File: src/rtl/mailbox.sv
// Receive mailbox: in-order message store with tag/wildcard selection; 1-cycle request-to-result latency.
// Backpressure: ready low when full (no bypass); requests stall until a match exists and no result is pending.
module mailbox #(
  parameter int DEPTH = 4
) (
  input  logic                       clk,
  input  logic                       rst,
  input  logic                       flush,
  input  logic                       interface_mailbox_valid,
  output logic                       mailbox_interface_ready,
  input  logic [127:0]               interface_mailbox_data,
  input  logic                       receive_mailbox_valid,
  output logic                       mailbox_receive_ready,
  input  logic [31:0]                receive_mailbox_tag,
  input  logic                       receive_mailbox_any,
  output logic                       mailbox_result_valid,
  input  logic                       result_mailbox_ready,
  output logic [127:0]               mailbox_result_data,
  output logic [$clog2(DEPTH+1)-1:0] mailbox_count
);

  localparam int CW = $clog2(DEPTH + 1);
  localparam int IW = $clog2(DEPTH);

  typedef struct packed {
    logic [31:0] address;
    logic [31:0] tag;
  } msg_meta_t;

  typedef struct packed {
    msg_meta_t   meta;
    logic [63:0] data;
  } msg_t;

  msg_t            msg_q [DEPTH];
  msg_t            msg_d [DEPTH];
  logic [CW-1:0]   count_q, count_d;
  logic            rsv_vld_q, rsv_vld_d;
  logic [IW-1:0]   rsv_idx_q, rsv_idx_d;

  logic [DEPTH-1:0] match;
  logic             match_any;
  logic [IW-1:0]    sel_idx;
  logic             enq;
  logic             remove;
  logic             accept;
  logic [CW-1:0]    wr_idx;
  logic [CW-1:0]    enq_ext;
  logic [CW-1:0]    rem_ext;

  // Valid entries are the contiguous prefix [0, count), so validity is derived from count.
  always_comb begin
    match = '0;
    for (int k = 0; k < DEPTH; k++) begin
      match[k] = (CW'(k) < count_q)
               && !(rsv_vld_q && (rsv_idx_q == IW'(k)))
               && (receive_mailbox_any || (msg_q[k].meta.tag == receive_mailbox_tag));
    end
  end

  always_comb begin
    sel_idx = '0;
    for (int k = DEPTH - 1; k >= 0; k--) begin
      if (match[k]) sel_idx = IW'(k);
    end
  end

  assign match_any               = |match;
  assign remove                  = rsv_vld_q & result_mailbox_ready & ~flush;
  assign mailbox_interface_ready = ~rst & (count_q < CW'(DEPTH));
  assign enq                     = interface_mailbox_valid & mailbox_interface_ready;
  assign mailbox_receive_ready   = receive_mailbox_valid & match_any & (~rsv_vld_q | remove)
                                 & ~flush & ~rst;
  assign accept                  = mailbox_receive_ready;

  assign enq_ext = {{(CW-1){1'b0}}, enq};
  assign rem_ext = {{(CW-1){1'b0}}, remove};
  assign wr_idx  = count_q - rem_ext;

  always_comb begin
    msg_d = msg_q;
    if (remove) begin
      for (int k = 0; k < DEPTH - 1; k++) begin
        if (IW'(k) >= rsv_idx_q) msg_d[k] = msg_q[k+1];
      end
    end
    for (int k = 0; k < DEPTH; k++) begin
      if (enq && (wr_idx == CW'(k))) msg_d[k] = interface_mailbox_data;
    end
  end

  // A new reservation taken in the removal cycle refers to pre-shift indices.
  always_comb begin
    count_d   = count_q + enq_ext - rem_ext;
    rsv_vld_d = rsv_vld_q;
    rsv_idx_d = rsv_idx_q;
    if (flush) begin
      rsv_vld_d = 1'b0;
    end else if (accept) begin
      rsv_vld_d = 1'b1;
      rsv_idx_d = (remove && (sel_idx > rsv_idx_q)) ? sel_idx - IW'(1) : sel_idx;
    end else if (remove) begin
      rsv_vld_d = 1'b0;
    end
  end

  always_ff @(posedge clk) begin
    if (rst) begin
      count_q   <= '0;
      rsv_vld_q <= 1'b0;
      rsv_idx_q <= '0;
    end else begin
      count_q   <= count_d;
      rsv_vld_q <= rsv_vld_d;
      rsv_idx_q <= rsv_idx_d;
    end
  end

  always_ff @(posedge clk) begin
    for (int k = 0; k < DEPTH; k++) begin
      msg_q[k] <= msg_d[k];
    end
  end

  assign mailbox_result_valid = rsv_vld_q;
  assign mailbox_result_data  = rsv_vld_q ? msg_q[rsv_idx_q] : '0;
  assign mailbox_count        = count_q;

endmodule

File: config.mk
export PLATFORM = sky130hd
export DESIGN_NAME = mailbox
export DESIGN_NICKNAME = d
export VERILOG_FILES = /design/src/rtl/mailbox.sv
export SDC_FILE = /design/constraint.sdc
export NUM_CORES = 1
export LEC_CHECK = 0
export ABC_AREA = 1
export CAP_MARGIN = 20
export CORE_ASPECT_RATIO = 2
export CORE_MARGIN = 3
export CORE_UTILIZATION = 50
export CTS_BUF_LIST = sky130_fd_sc_hd__clkbuf_8 sky130_fd_sc_hd__clkbuf_16
export CTS_CLUSTER_DIAMETER = 40
export DETAILED_ROUTE_END_ITERATION = 10
export GPL_TIMING_DRIVEN = 1
export PLACE_DENSITY = 0.76
export SETUP_SLACK_MARGIN = 0.05
export SLEW_MARGIN = 15
export SYNTH_ARGS = -nofsm -noshare
export SYNTH_HDL_FRONTEND = slang
export SYNTH_SLANG_ARGS = --single-unit
File: constraint.sdc
create_clock -name clk -period 10.3 [get_ports clk]
set_input_delay 1.03 -clock clk [delete_from_list [all_inputs] [get_ports clk]]
set_output_delay 1.03 -clock clk [all_outputs]
set_load 0.1 [all_outputs]
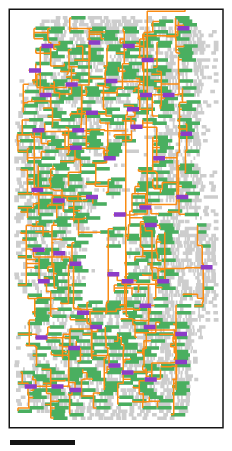
(run_1/clock_map.png)
Bar = 50 um.
[cells driving clock nets] purple | count: 49
[clock wires] orange | length: 6,000 um
[flip-flops] green | count: 518
routed clock nets: 50
clk ins delay skew pair: 0.58 ns
Clk power: 1890 uW
Clk pwr share: 0.391
Clock Skews: 0.0141 ns

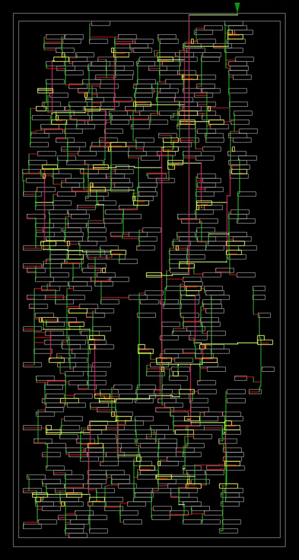
(run_1/final_clocks.png)
Seq cells: 518
total CTS buffers: 49
# clk buffers: 51

==> flow_summary.toml, run 1 <==
# yosys + openroad results
[detailed_routing]
vias = 19500
wirelength_um = 70900
vias_per_cell = 5.88
ant_nets = 0
drt_iter0_drc = 2228

[placement]
place.gp.congestion = 0.855
port_buffers = 300
dp_hpwl_um = 41600
placed_area_um2 = 28400

[pwr]
power_uw = 4840
p_seq_frac = 0.502
internal_power_uw = 3670
p_leak_uw = 0.0111
switching_share = 0.242

[clocking]
cts.sinks = 518
cts_setup_buffers = 0
clock_path_buffers = 3
path_clk_slew_ns = 0.07
root_buffer = "clkbuf_16"
cts_tree = "yes"

[setup_path]
critPathKind = "flop to output pin"
rrSetupSlack_ns = 5.42
r2r_end = "msg_q[165]"
endpoint = "mailbox_result_data[51]"
cp.arrival_ns = 4.98
cp.required_ns = 9.27
r2r-start = "mailbox_result_valid"
cp-end-kind = "output pin"
r2r_cells = 10
cp-startpoint = "rsv_idx_q[1]"

[cells_and_area]
regArea_um2 = 15500
area_delta_synth_final_pct = 19.8
layout_top_cell = "nand2_1"
nets = 2799
drive_gt1_frac = 0.0439

[sta]
rsz0062_at_grt = "no"
maxSlewHeadroom = 0.145
tightest_slew_ns = 1.28
finalMaxSlewViolations = 0
hold_ws_ns = 0.553
setup_viol = 0
fin_tns_setup_ns = 0

[global_route]
met2_usage = 0.443
grtUsageMet3 = 0.0382
grt_max_degree = 258
grtUsageTotal = 0.260
use_met1 = 0.320

[logic_synthesis]
yosys_warnings = 0
top_area_frac = 0.612
netlist_area_um2 = 25100
flop_cell = "edfxtp_1"
ys_ff = 518
syn-num-nets = 2597
common_cells = "nand2_1 (555), edfxtp_1 (512), o21ai_0 (292)"
topCellsByArea = "edfxtp_1 (61%), nand2_1 (8.3%), a22oi_1 (6.6%)"
top_cell = "nand2_1"

[floorplanning]
ios = 301
fp_util = 0.507
dieArea_um2 = 53100

[hold_path]
hold_end = "msg_q[138]"
hp-class = "flop to flop"
hp-start = "msg_q[10]"

[job]
warnings = 40

[status]
outcome = "finished clean"
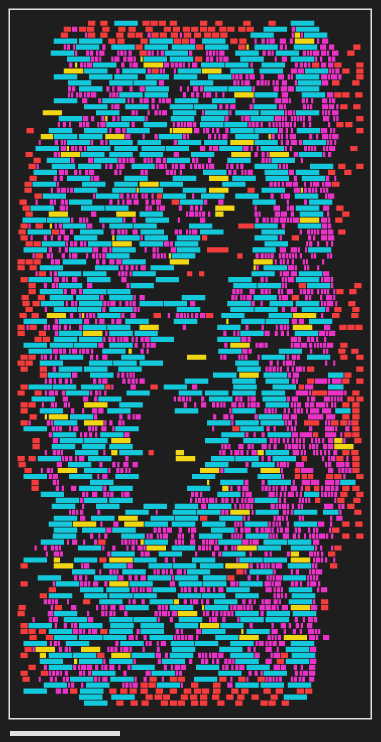
(run_1/cell_classes.png)
Bar = 50 um.
[other buffers and delay cells] red | cells: 321 | share of their area: 11%
[clock drivers and dummy loads] yellow | cells: 92 | share of their area: 5.8%
[flip-flops] cyan | cells: 518 | share of their area: 53%
[all other logic] magenta | cells: 1,733 | share of their area: 30%
CORE AREA: 49,500 um^2
Design Area, Final: 30,100 um^2
Final Util: 0.608
sequential share of cell area: 0.515

==> run 1: logic make-up after synthesis <==
| logic type | synth area share |
|---|---|
| XOR/XNOR | 0.0331 |
| buffers and inverters | 0.0629 |
| AND-OR/OR-AND | 0.178 |
| AND/OR/NAND/NOR | 0.104 |
| flip-flops | 0.617 |
| adder cells (fa/ha/maj) | 0.00478 |
==> run 1: registers in the layout, indices dropped and copies added, names as in the netlist <==
signal / flops
mailbox_count: 3
rsv_idx_q: 2
msg_q: 512
mailbox_result_valid: 1
==> run 1: through the flow <==
| step | utilization | worst slack (ns) |
|---|---|---|
| 3_3_place_gp | 0.572 | 4.16 |
| 3_5_place_dp | 0.573 | 4.38 |
| 2_1_floorplan | - | -0.879 |
| 5_1_grt | 0.608 | 4.20 |
| 4_1_cts | 0.607 | 4.33 |
| 6_report | 0.608 | 4.29 |
==> run 1: final cells by class <==
cell class,count,share of cell area
clock inverter,41,0.0139
inverter,198,0.0249
tap,643,0.0267
clock buffer,51,0.0424
sequential,518,0.515
multi-input combinational,1535,0.269
antenna,8,0.000666
timing repair buffer,321,0.107
==> run 1: power groups by stage <==
stage | Combinational (uW) | Clock [uW] | Sequential (uW)
global route | 566 | 2010 | 2440
floorplan | 324 | 0 | 2500
finish | 521 | 1890 | 2430
global placement | 505 | 0 | 2470
detailed placement | 516 | 0 | 2480
CTS | 519 | 1930 | 2430
==> run 1: critical path, stage by stage (launching register included) <==
cell,delay [ns]
dfxtp_1,0.56
nand2_1,0.27
buf_4,0.26
inv_4,0.71
buf_4,0.76
a22oi_1,0.19
a21oi_1,0.37
clkdlybuf4s50_1,1.21
==> run 1: routing by layer <==
metal,share of wire,vias up
li1,-,8981
met1,0.36,9248
met2,0.50,1108
met3,0.086,157
met4,0.045,0
met5,0,-
==> run_1/gate_families.png <==
Bar = 50 um.
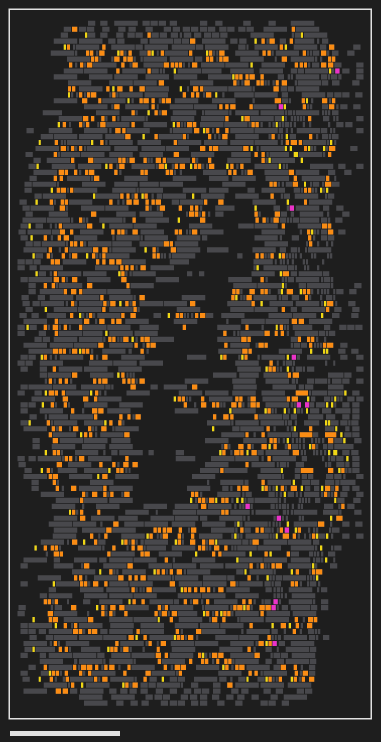

==> inputs of run 2 (changes only) <==
==> constraint.sdc (replaced) <==
create_clock -name clk -period 5.4 [get_ports clk]
set_input_delay 0.54 -clock clk [delete_from_list [all_inputs] [get_ports clk]]
set_output_delay 0.54 -clock clk [all_outputs]
set_load 0.1 [all_outputs]
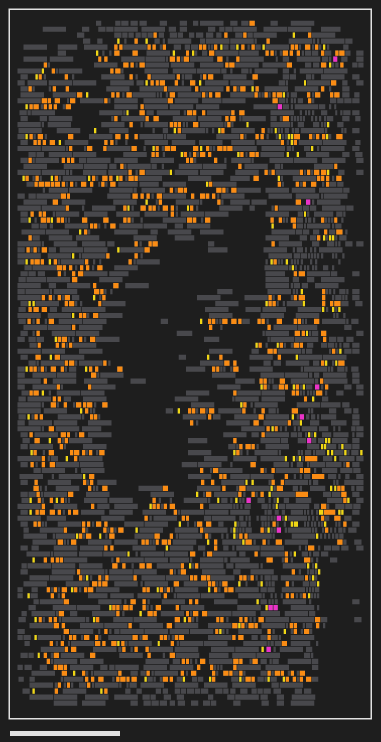
(run_2/gate_families.png)
Bar = 50 um.
[inverting AOI/OAI gates] orange | cells: 765 | most used: o21ai_0 | where: all over the die
[inverters] yellow | cells: 198 | most used: inv_1 | where: all over the die
[AND and OR gates] magenta | cells: 12 | most used: or2_0
Comb area share: 0.269
Final Non-Filler Cells: 3,321

==> run 2 against run 1 <==
Against the previous run: worst setup slack got worse by 3.6 ns; critical path type unchanged; design area barely moved; combinational power rose by 94%; largest cell class unchanged; synthesized cell count did not move; cell count rose by 0.18%; non-clock buffer count rose by 8; via count rose by 1.5%.
==> flow_summary.toml, run 2 <==
# yosys + openroad results
[sta]
finClkSkew_ns = 0.0173
setup_viol = 0
tightest_slew_ns = 1.13
maxSlewHeadroom = 0.246
finalMaxSlewViolations = 0
rsz0062_at_grt = "no"

[detailed_routing]
dr_wl_met2_um = 36900
vias_per_cell = 5.96
ant_nets = 0
m1WireLength_um = 26400
vias = 19800
met3_length_um = 5950

[clocking]
cts.sinks = 518
cts_setup_buffers = 0
path_clk_slew_ns = 0.06
worstSkewPairLatency_ns = 0.59
root_buffer = "clkbuf_16"
cts_buffers = 50

[logic_synthesis]
yosys_warnings = 0
ys_ff = 518
syn-num-nets = 2597
top_cell = "nand2_1"
adder_share = 0.00478
topCellsByArea = "edfxtp_1 (61%), nand2_1 (8.3%), a22oi_1 (6.6%)"
top_logic_kind = "AND-OR/OR-AND gates"
xor_area_frac = 0.0331
synthAoiAreaFrac = 0.178
common_cells = "nand2_1 (555), edfxtp_1 (512), o21ai_0 (292)"
netlist_area_um2 = 25100
flop_cell = "edfxtp_1"
ys_sh_simple = 0.104

[floorplanning]
ios = 301
dieArea_um2 = 53100
core_area_um2 = 49500

[cells_and_area]
final_util = 0.608
top_register = "msg_q"
largest_reg_flops = 512
area_delta_synth_final_pct = 19.8
nets = 2808
final_cell_area_um2 = 30100
layout_top_cell = "nand2_1"
drive_gt1_frac = 0.0734

[placement]
placed_area_um2 = 28400
dp_hpwl_um = 43200
place.gp.congestion = 0.887
port_buffers = 300

[global_route]
grtUsageTotal = 0.268
grt_max_degree = 257
met2_usage = 0.467
use_met1 = 0.323

[setup_path]
cp.required_ns = 4.86
rrSetupSlack_ns = 1.79
cp.arrival_ns = 4.19
slowest_delay_ns = 1.19
crit_buf_inv = 2
cp_cell_sequence = "nand2_1, inv_4, a22oi_1, a21oi_1, clkdlybuf4s50_1"
critPathKind = "flop to output pin"

[job]
warnings = 40

[status]
outcome = "finished clean"

[pwr]
p_leak_uw = 0.0113
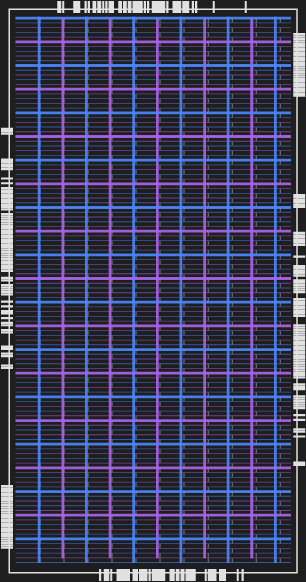
(run_2/pdn.png)
Pins as bars on the die edge. Tap cells in gray.
[VDD] purple
[VSS] blue
met1 rails: 116
rows: 115
die height: 323 um
Die W: 164 um
Max IR drop VDD: 0.000448 V

[run 2: cell types whose count changed in the layout (fill, tap and decap cells not counted), sizes merged]
| cell | delta |
|---|---|
| buf | +73 |
| clkdlybuf4s50 | -65 |
| clkinv | +11 |
| inv | -10 |
| bufinv | -2 |
| clkbuf | +2 |
| diode | -2 |
| clkinvlp | -1 |
[run 2: worst paths after layout]
path | startpoint | cells after the start | to
hold / removal | interface_mailbox_data[41] | 1 | msg_q[41]
setup reg to reg | mailbox_result_valid | 8 | msg_q[203]
setup / recovery | rsv_idx_q[1] | 5 | mailbox_result_data[101]
hold reg to reg | msg_q[275] | 2 | msg_q[403]
[run 2: final cells by class]
type	count	share of cell area
sequential	518	0.515
antenna	6	0.000499
clock inverter	39	0.0126
clock buffer	53	0.0441
inverter	198	0.0249
timing repair buffer	329	0.107
tap	643	0.0267
multi-input combinational	1535	0.269
[run 2: stage by stage]
| stage | hold WS [ns] | power, uW | TNS (ns) | setup slack (ns) |
|---|---|---|---|---|
| 2_1_floorplan | 0.526 | 5370 | -898.54 | -2.34 |
| 3_3_place_gp | 0.532 | 5690 | 0 | 1.32 |
| 3_5_place_dp | 0.545 | 5720 | 0 | 1.30 |
| 4_1_cts | 0.504 | 9330 | 0 | 0.647 |
| 5_1_grt | 0.518 | 9570 | 0 | 0.527 |
| 6_report | 0.533 | 9270 | 0 | 0.670 |
[run 2: power by group]
group          total [uW]  internal (uW)  switching, uW
Combinational        1010            357            655
Clock                3620           2040           1580
Sequential           4640           4580           60.0
[run 2: worst reg2reg max path, cell delays in order, from the launching register on]
cell	delay, ns
dfxtp_1	0.52
nand3_1	0.45
inv_1	0.20
ha_1	0.18
ha_1	0.25
or2_1	0.28
nand3b_4	0.49
o21ai_4	0.23
buf_4	0.60
No activity file was given, so power comes from the tool's default toggle rates.
